### src/rtl/jtbubl_obj_draw_if.sv
// Object RAM read port, tile ROM request port and line-buffer write port
// of the object line renderer. The master side is the renderer.
interface jtbubl_obj_draw_if #(
    parameter int OBJN   = 64,
    parameter int CODEW  = 10,
    parameter int PALW   = 4,
    parameter int HEIGHT = 16
);
    localparam int AW = $clog2(OBJN);
    localparam int HB = $clog2(HEIGHT);
    localparam int DW = 19 + PALW + CODEW;

    logic [AW-1:0]       obj_addr;
    logic [DW-1:0]       obj_data;
    logic                rom_cs;
    logic [CODEW+HB:0]   rom_addr;
    logic [31:0]         rom_data;
    logic                rom_ok;
    logic [8:0]          line_addr;
    logic [PALW+3:0]     line_din;
    logic                line_we;

    modport master (
        output obj_addr,
        input  obj_data,
        output rom_cs,
        output rom_addr,
        input  rom_data,
        input  rom_ok,
        output line_addr,
        output line_din,
        output line_we
    );

    modport slave (
        input  obj_addr,
        output obj_data,
        input  rom_cs,
        input  rom_addr,
        output rom_data,
        output rom_ok,
        input  line_addr,
        input  line_din,
        input  line_we
    );
endinterface

### src/rtl/jtbubl_obj_draw.sv
// Object line renderer: scans the object table, fetches 4bpp tile rows and
// writes opaque pixels to a line buffer. Define JTBUBL_OBJ_LIMIT_EN to cap objects per line.
module jtbubl_obj_draw #(
    parameter int OBJN   = 64,
    parameter int CODEW  = 10,
    parameter int PALW   = 4,
    parameter int HEIGHT = 16,
    parameter int MAXOBJ = 12
) (
    input  logic                    clk,
    input  logic                    rst,
    input  logic                    i_line_start,
    input  logic [7:0]              i_vrender,
    jtbubl_obj_draw_if.master       bus,
    output logic                    o_busy,
    output logic                    o_overflow
);
    localparam int AW = $clog2(OBJN);
    localparam int HB = $clog2(HEIGHT);

    typedef enum logic [2:0] {
        ST_IDLE,
        ST_READ,
        ST_CHECK,
        ST_FETCH,
        ST_DRAW,
        ST_DONE
    } state_t;

    state_t            r_state;
    state_t            w_state_nxt;

    logic [AW-1:0]     r_obj_addr;
    logic [7:0]        r_vrender;
    logic [CODEW-1:0]  r_code;
    logic [PALW-1:0]   r_pal;
    logic              r_vflip;
    logic              r_hflip;
    logic [8:0]        r_x;
    logic [HB-1:0]     r_dy;
    logic              r_col;
    logic [2:0]        r_k;
    logic              r_first;
    logic [31:0]       r_data;

    logic [7:0]        w_dy;
    logic              w_in_range;
    logic              w_last;
    logic              w_capture;
    logic              w_advance;
    logic              w_overflow;
    logic [2:0]        w_n;
    logic [3:0]        w_pixel;

    assign w_dy       = r_vrender - bus.obj_data[7:0];
    assign w_in_range = (w_dy[7:HB] == '0);
    assign w_last     = (r_obj_addr == AW'(OBJN - 1));
    assign w_capture  = (r_state == ST_FETCH) && !r_first && bus.rom_ok;

    // Horizontal flip reads the fetched row right to left: n = 7 - k.
    assign w_n     = r_k ^ {3{r_hflip}};
    assign w_pixel = r_data[{w_n, 2'b00} +: 4];

`ifdef JTBUBL_OBJ_LIMIT_EN
    localparam int CW = $clog2(MAXOBJ + 1);
    logic [CW-1:0] r_cnt;

    always_ff @(posedge clk) begin
        if (rst) begin
            r_cnt <= '0;
        end else if (i_line_start) begin
            r_cnt <= '0;
        end else if (r_state == ST_CHECK && w_in_range && r_cnt != CW'(MAXOBJ)) begin
            r_cnt <= r_cnt + 1'b1;
        end
    end
`else
    logic w_unused_limit;
    assign w_unused_limit = (MAXOBJ > 0);
`endif

    always_ff @(posedge clk) begin
        if (rst) begin
            r_state <= ST_IDLE;
        end else begin
            r_state <= w_state_nxt;
        end
    end

    always_comb begin
        w_state_nxt = r_state;
        w_advance   = 1'b0;
        w_overflow  = 1'b0;
        case (r_state)
            ST_IDLE:  w_state_nxt = ST_IDLE;
            ST_READ:  w_state_nxt = ST_CHECK;
            ST_CHECK: begin
                if (w_in_range) begin
`ifdef JTBUBL_OBJ_LIMIT_EN
                    if (r_cnt == CW'(MAXOBJ)) begin
                        w_overflow  = 1'b1;
                        w_state_nxt = ST_DONE;
                    end else begin
                        w_state_nxt = ST_FETCH;
                    end
`else
                    w_state_nxt = ST_FETCH;
`endif
                end else begin
                    w_advance = 1'b1;
                end
            end
            ST_FETCH: if (w_capture) w_state_nxt = ST_DRAW;
            ST_DRAW: begin
                if (r_k == 3'd7) begin
                    if (!r_col) w_state_nxt = ST_FETCH;
                    else        w_advance   = 1'b1;
                end
            end
            ST_DONE:  w_state_nxt = ST_IDLE;
            default:  w_state_nxt = ST_IDLE;
        endcase
        if (w_advance) w_state_nxt = w_last ? ST_DONE : ST_READ;
        // A new line always wins, whatever is in flight.
        if (i_line_start) w_state_nxt = ST_READ;
    end

    always_ff @(posedge clk) begin
        if (rst) begin
            r_obj_addr <= '0;
            r_vrender  <= '0;
            r_code     <= '0;
            r_pal      <= '0;
            r_vflip    <= 1'b0;
            r_hflip    <= 1'b0;
            r_x        <= '0;
            r_dy       <= '0;
            r_col      <= 1'b0;
            r_k        <= '0;
            r_first    <= 1'b0;
            r_data     <= '0;
        end else if (i_line_start) begin
            r_obj_addr <= '0;
            r_vrender  <= i_vrender;
        end else begin
            case (r_state)
                ST_CHECK: begin
                    r_code  <= bus.obj_data[19+PALW +: CODEW];
                    r_pal   <= bus.obj_data[19 +: PALW];
                    r_vflip <= bus.obj_data[18];
                    r_hflip <= bus.obj_data[17];
                    r_x     <= bus.obj_data[16:8];
                    r_dy    <= w_dy[HB-1:0];
                    r_col   <= 1'b0;
                    r_first <= 1'b1;
                end
                ST_FETCH: begin
                    r_first <= 1'b0;
                    if (w_capture) begin
                        r_data <= bus.rom_data;
                        r_k    <= '0;
                    end
                end
                ST_DRAW: begin
                    r_k <= r_k + 3'd1;
                    if (r_k == 3'd7 && !r_col) begin
                        r_col   <= 1'b1;
                        r_first <= 1'b1;
                    end
                end
                default: ;
            endcase
            if (w_advance && !w_last) r_obj_addr <= r_obj_addr + 1'b1;
        end
    end

    assign bus.obj_addr  = r_obj_addr;
    assign bus.rom_cs    = (r_state == ST_FETCH) && !i_line_start;
    assign bus.rom_addr  = {r_code, r_dy ^ {HB{r_vflip}}, r_col ^ r_hflip};
    assign bus.line_addr = r_x + {5'd0, r_col, r_k};
    assign bus.line_din  = {r_pal, w_pixel};
    assign bus.line_we   = (r_state == ST_DRAW) && (w_pixel != 4'd0) && !i_line_start;
    assign o_busy        = (r_state != ST_IDLE) && (r_state != ST_DONE);
    assign o_overflow    = w_overflow && !i_line_start;
endmodule

### src/flat_wrapper.sv
// flat-port wrapper written by rule: the top's interface ports become plain ports
module jtbubl_obj_draw_flat 
#(
    parameter int OBJN   = 64,
    parameter int CODEW  = 10,
    parameter int PALW   = 4,
    parameter int HEIGHT = 16,
    parameter int MAXOBJ = 12
)
  (clk, rst, i_line_start, i_vrender, o_busy, o_overflow, bus_obj_addr, bus_obj_data, bus_rom_cs, bus_rom_addr, bus_rom_data, bus_rom_ok, bus_line_addr, bus_line_din, bus_line_we);
  jtbubl_obj_draw_if #(.OBJN(OBJN), .CODEW(CODEW), .PALW(PALW), .HEIGHT(HEIGHT)) bus_i ();
  input  logic clk;
  input  logic rst;
  input  logic i_line_start;
  input  logic [7:0] i_vrender;
  output logic o_busy;
  output logic o_overflow;
  output wire logic [$bits(bus_i.obj_addr)-1:0] bus_obj_addr;
  input wire logic [$bits(bus_i.obj_data)-1:0] bus_obj_data;
  output wire logic [$bits(bus_i.rom_cs)-1:0] bus_rom_cs;
  output wire logic [$bits(bus_i.rom_addr)-1:0] bus_rom_addr;
  input wire logic [$bits(bus_i.rom_data)-1:0] bus_rom_data;
  input wire logic [$bits(bus_i.rom_ok)-1:0] bus_rom_ok;
  output wire logic [$bits(bus_i.line_addr)-1:0] bus_line_addr;
  output wire logic [$bits(bus_i.line_din)-1:0] bus_line_din;
  output wire logic [$bits(bus_i.line_we)-1:0] bus_line_we;
  assign bus_obj_addr = bus_i.obj_addr;
  assign bus_i.obj_data = bus_obj_data;
  assign bus_rom_cs = bus_i.rom_cs;
  assign bus_rom_addr = bus_i.rom_addr;
  assign bus_i.rom_data = bus_rom_data;
  assign bus_i.rom_ok = bus_rom_ok;
  assign bus_line_addr = bus_i.line_addr;
  assign bus_line_din = bus_i.line_din;
  assign bus_line_we = bus_i.line_we;
  jtbubl_obj_draw #(.OBJN(OBJN), .CODEW(CODEW), .PALW(PALW), .HEIGHT(HEIGHT), .MAXOBJ(MAXOBJ)) u_core (.clk(clk), .rst(rst), .i_line_start(i_line_start), .i_vrender(i_vrender), .bus(bus_i), .o_busy(o_busy), .o_overflow(o_overflow));
endmodule
### config.mk
export PLATFORM = sky130hd
export DESIGN_NAME = jtbubl_obj_draw_flat
export DESIGN_NICKNAME = d
export VERILOG_FILES = /design/src/rtl/jtbubl_obj_draw_if.sv /design/src/rtl/jtbubl_obj_draw.sv /design/src/flat_wrapper.sv
export SDC_FILE = /design/constraint.sdc
export NUM_CORES = 1
export LEC_CHECK = 0
export CORE_ASPECT_RATIO = 1.75
export CORE_MARGIN = 1.5
export CORE_UTILIZATION = 51
export DETAILED_ROUTE_END_ITERATION = 10
export HOLD_SLACK_MARGIN = 0.03
export PLACE_DENSITY = 0.9
export SYNTH_ARGS = -nofsm -noshare
export SYNTH_HDL_FRONTEND = slang
export SYNTH_SLANG_ARGS = --single-unit
### constraint.sdc
create_clock -name clk -period 4.05 [get_ports clk]
set_input_delay 1.0125 -clock clk [delete_from_list [all_inputs] [get_ports clk]]
set_output_delay 1.0125 -clock clk [all_outputs]
set_load 0.01 [all_outputs]
M1 wires:
Bar = 20 um. Supply wires on this layer in gray.
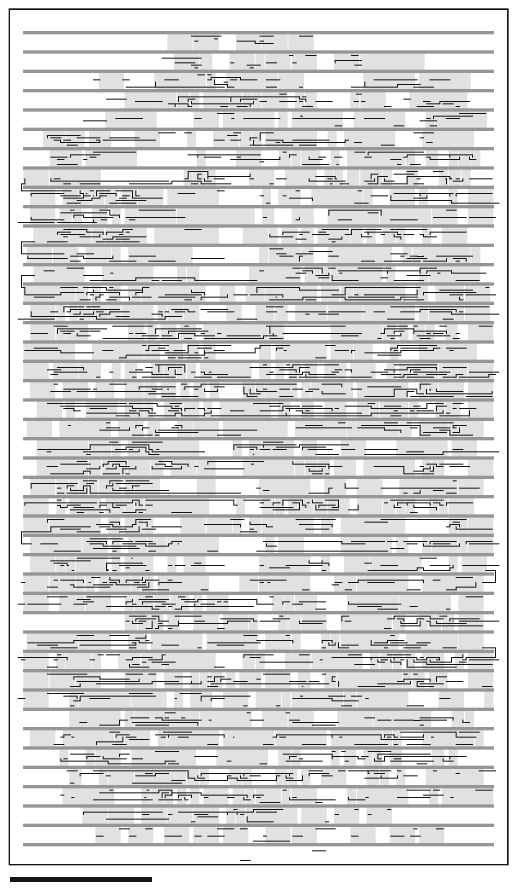
- nets with wire on the layer: 610
- main direction: horizontal
- longest straight run: 22.5 um
- wire length on this layer: 3820 um
- share of all routed wire: 37%

Congestion heat map:
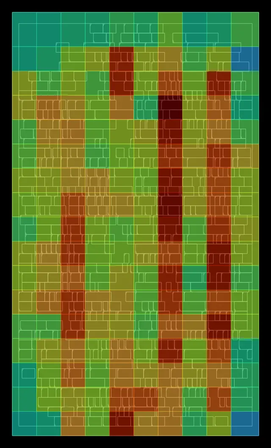
busiest grt layer: met2
met3 global-route usage: 0.06381
met2 usage: 0.4732
Layout Utilization: 0.7313
GR Util met1: 0.2527

Port wiring:
Bar = 20 um.
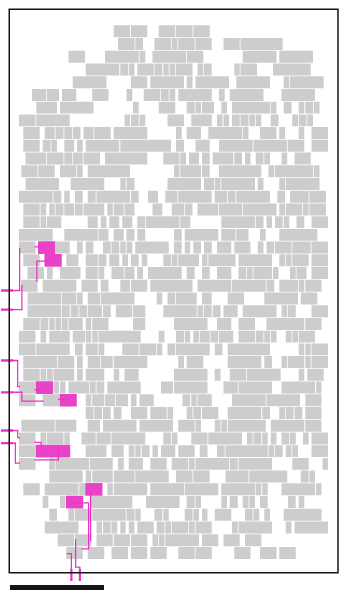
- magenta: i_vrender (direction input; edge 6 left, 2 bottom; end cells 8; buffers 8; wire 102 um)
IO buf count: 117
num ports: 119

==> run notes <==
fresh numbers from the pnr run: Post-synth seq share=0.4154, core area=7567 um2, Final Wtd Congestion=0.9136, # Cells Yosys=485, kind of critical path=reg -> out, filler cell count=597, DR vias/cell=5.436, fin cells=685, Syn Std Cell Area=4000 um2, yosys stat area=4000 um2, Worst-path clk slew=60 ps, DR WL/cell=15.07 um, worst slack, placed=320.9 ps, endpoint type of the worst setup path=primary output, post-layout min period=3889 ps, CTS tree=done, leakage=2.109 nW, setup ws final=160.9 ps, average size of a mapped cell=8.248 um2, antenna viol nets, final=0, Max Cap Viol=0, Critical Path, Cell by Cell=xor2_2 -> buf_4 -> mux4_2 -> mux2_2 -> nor4_1 -> nor2_1 -> clkdlybuf4s50_1, WP buf/inv=2, CP peak stage delay=530 ps, RSZ-0062 raised after global routing=false, critical path's slowest cell=mux4_2, final worst-path cycle share=0.9603, setup slack, reg-to-reg=1400 ps, Top cell area share=0.4154, Sink Count=83, GRT Util Overall=0.2519, Cell variety after synth=45, Pre-Repair DR Iteration Count=5, FP Util=0.5286, Die X=69.95 um, Latency at later pin=340 ps, total die size=8404 um2, dpl hpwl=7683 um, Cells after Synth=485, endpoints failing setup=0, Setup TNS=0 ps, synth-to-layout area growth=38.35%, clock root buffer=clkbuf_16, number of global-route vias before repair=3704, Row Count=42, DR vias=3724, pwr/cell area=339.9 nW/um2, relative max-transition margin=0.5879, worst hold path class=reg -> reg, Top area cell types=dfxtp_1 (42%), nand2_1 (12%), a21oi_1 (9.0%), Synth Register Bits=83, final wirelength=10330 um, Worst-Margin Slew=618.1 ps, depth of the CTS H-tree=3, placed cells=669, Final Hold Fails=0, startpoint class of the critical path=flip-flop, status=finished clean, Slew Limit Fails=0, Antenna diodes=0, skew final=3.988 ps, Post-Syn Nets=578, DRC viols=0, Worst EP required=3040 ps, yosys warns=0, layout cell share with drive strength beyond 1=0.07873, CP Max Fanout=8, CTS resizes=0, Overflow after GRT=0, cell taking the most area after synthesis=dfxtp_1, 1st-iter DRT viols=139, clk buf depth=2, Log Warnings=26, initial antenna violation count=0, postcts setup bufs=0
-- through the flow --
stage	cell area [um2]	power [mW]	hold slack [ps]
after floorplan	4000	0.9476	433.1
after global placement	5220	1.047	438.3
after detailed placement	5220	1.054	447.4
after CTS	5534	1.893	456.3
after global routing	5534	1.947	470.0
final	5534	1.881	452.9
-- final cells by class --
cell class | instances | area [um2] | share of cell area
clock buffer | 12 | 266.5 | 0.04816
clock inverter | 4 | 47.55 | 0.008591
inverter | 15 | 56.30 | 0.01017
multi-input combinational | 358 | 2166 | 0.3914
sequential | 83 | 1662 | 0.3002
tap | 88 | 110.1 | 0.01990
timing repair buffer | 125 | 1226 | 0.2216
-- registers in the layout, summed over array words and instances (netlist names) --
register,flops
u_core.r_k,3
u_core.r_dy,4
u_core.bus.obj_addr,6
u_core.r_first,1
u_core.r_hflip,1
u_core.r_vflip,1
u_core.r_pal,4
u_core.r_state,3
u_core.r_col,1
u_core.r_x,9
u_core.r_code,10
u_core.r_vrender,8
u_core.r_data,32
-- synthesized netlist by cell type, drive strengths merged --
cell type  count
nand2        131
dfxtp         83
a21oi         72
clkbuf        25
nor2          21
inv           15
ha            14
nand3         11
mux2i         10
nor3           9
xnor2          9
xor2           9
mux4           8
o21ai          8
nor2b          7
nand2b         6
a211oi         5
buf            4
mux2           4
and3           3
o21a           3
or3            3
a21o           2
a41oi          2
fa             2
nor3b          2
nor4           2
o211ai         2
o31a           2
or2            2
a211o          1
a31o           1
a41o           1
and4b          1
conb           1
o22ai          1
o31ai          1
o32a           1
or4            1
-- layout by cell type, fill, tap and decap left out, drive strengths merged, types with 3 or more instances in the layout --
cell type      instances
buf                    9
or3                    3
mux2                   4
mux4                   8
clkdlybuf4s50        116
clkbuf                12
nor2b                  7
dfxtp                 83
nor3                   9
nand2                131
inv                   15
mux2i                 10
a21oi                 72
ha                    14
nor2                  21
xnor2                  9
nand3                 11
o21a                   3
xor2                   9
and3                   3
o21ai                  8
nand2b                 6
a211oi                 5
-- path summary, 6_finish.rpt --
check	startpoint	endpoint	cells past startpoint
hold / removal	u_core.r_code[3]	u_core.r_code[3]	2
setup reg to reg	u_core.r_vrender[0]	u_core.bus.obj_addr[5]	11
setup / recovery	u_core.r_k[0]	bus_line_we	7
hold reg to reg	u_core.r_code[3]	u_core.r_code[3]	2
-- power by group --
part           switching (mW)  leakage [nW]  internal, mW
Clock                   0.318         0.155         0.525
Sequential             0.0102         0.671         0.828
Combinational          0.0824          1.28         0.117
Total                   0.410          2.11          1.47
-- cells by family (layout without fill, tap and decap cells) --
kind of cell,Yosys count,in the layout,share of synthesized area
buffers and inverters,44,156,0.04504
adders and majority gates,16,16,0.05380
xor gates and xnor gates,18,18,0.04129
muxes,22,22,0.08133
other,1,1,0.0009375
and+or+nand+nor,199,199,0.2140
DFF,83,83,0.4154
AOI/OAI and AO/OA,102,102,0.1483
-- per-layer routing --
| layer | wire [um] | part of all wire | vias to the layer above |
|---|---|---|---|
| met2 | 5600 | 0.54 | 114 |
| met4 | 411 | 0.040 | 0 |
| met1 | 3820 | 0.37 | 1728 |
| li1 | - | - | 1854 |
| met3 | 494 | 0.048 | 28 |
| met5 | 0 | 0 | - |
Power is estimated from default activity; no workload was simulated.
